Fig. 1: routed metal per tile
Scale bar: 50 µm. The die is cut into 30 by 19 equal tiles; dark blue is low, red is high, scaled to the fullest tile. Values are wire area over tile area, all layers added.
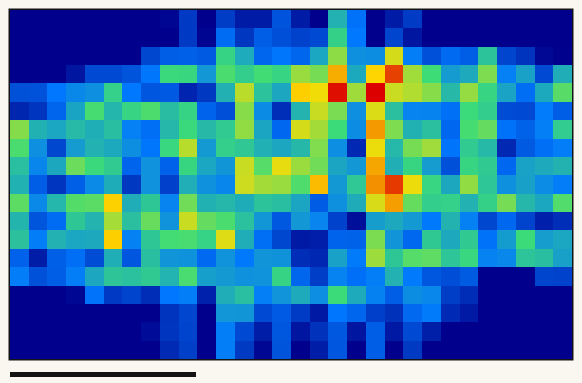
Fig. 2: sizing map
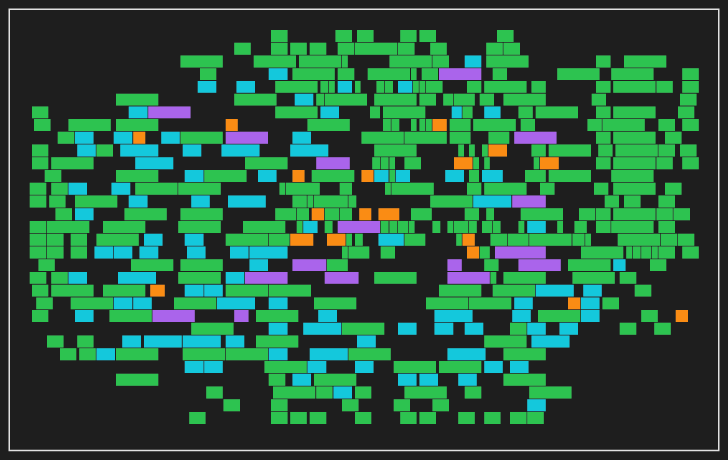
Fig. 3: local utilization
Scale bar: 50 µm. The die is cut into 15 by 9 equal tiles; dark blue is low, red is high, 0 to 100% covered.
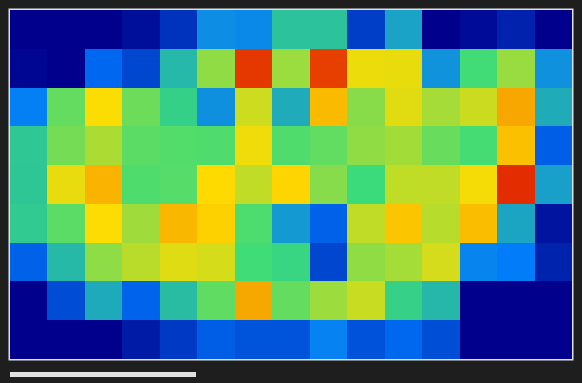
Fig. 4: congestion heat map
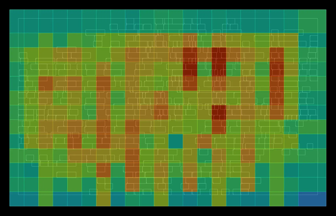
Fig. 5: cells colored by class
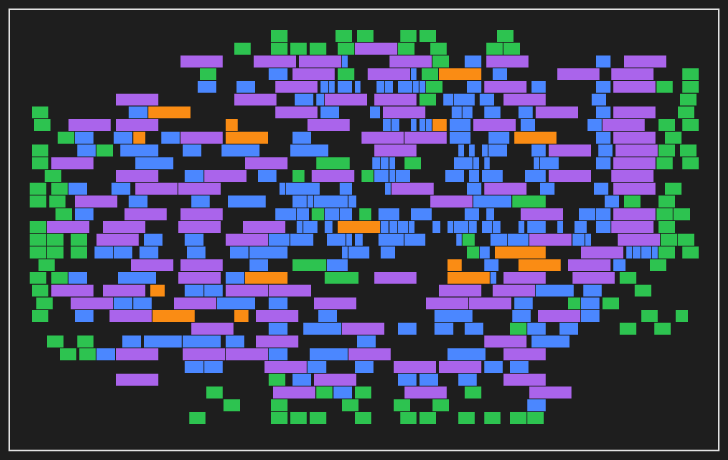
Design add_32bit_seq_flat, sky130hd; sources not shown.
==> flow_metrics.tcl <==
# flow metrics
set metrics [dict create \
    skew_ps 6.94 \
    met1_usage 0.236 \
    ys_sh_adder 0.0449 \
    topCellsByArea "dfrtp_1, mux2_2, mux4_2" \
    ys_sh_simple 0.0599 \
    hold_path.class "in2async" \
    power_uw 7190 \
    crit_type "reg2reg" \
    nets 518 \
    place_congestion 0.824 \
    finalSetupTns_ps 0 \
    rsz0062_at_grt "no" \
    ys_ff 103 \
    internal_power_uw 4280 \
    relSlewSlack 0.562 \
    clkSlewWorstSetupHoldPaths_ps 70 \
    clk_path_buf_depth 2 \
    path_cells "buf_12 > mux4_2 > fa_1 > a21o_1 > a21oi_2 > o21ai_1 > inv_1 > o21ai_0 > fa_2 > or3_1 > o221ai_1 > a221o_1" \
    edf_count 0 \
    grt_overflow 0 \
    place_inst 587 \
    drive_above_1_share 0.292 \
    post_cts_resize_count 1 \
    p_comb_frac 0.574 \
    status "finished, final reports clean" \
    yosysTopAreaCell "dfrtp_1" \
]
Back to the opening pictures, Fig. 1:
densest ninth of the die: middle
mean over tiles: 0.12
nearly empty tiles: 20%
tiles over half the peak: 15%
routed vias: 3076
Tot GR Track Use: 0.161

Back to the opening pictures, Fig. 2:
legend:
  drive 1 or less:
    color: green
    cells: 311
    share: 71%
  drive 6 and up:
    color: purple
    cells: 16
    share: 3.6%
  drive 3 to 4:
    color: orange
    cells: 18
    share: 4.1%
  drive 2:
    color: cyan
    cells: 94
    share: 21%
final worst slack: 211 ps
cell area after layout: 6300 µm²
Non-clock buffers: 114
Area Growth Syn to Fin: 34.6%

Back to the opening pictures, Fig. 3:
mean over tiles: 43%
fullest tile: 95%
nearly empty tiles: 13%
tiles over 75% full: 10%
Core ar.: 12100 µm²
final core utilization: 0.522

Back to the opening pictures, Fig. 4:
met2 usage: 0.234
DR WL/cell: 17.9 µm
met3 usage: 0.0419

Back to the opening pictures, Fig. 5:
legend:
  clock drivers and dummy loads:
    color: orange
    cells: 16
  flip-flops:
    color: purple
    cells: 103
  all other logic:
    color: blue
    cells: 206
  other buffers and delay cells:
    color: green
    cells: 114
# rows: 31
Seq area share: 0.409

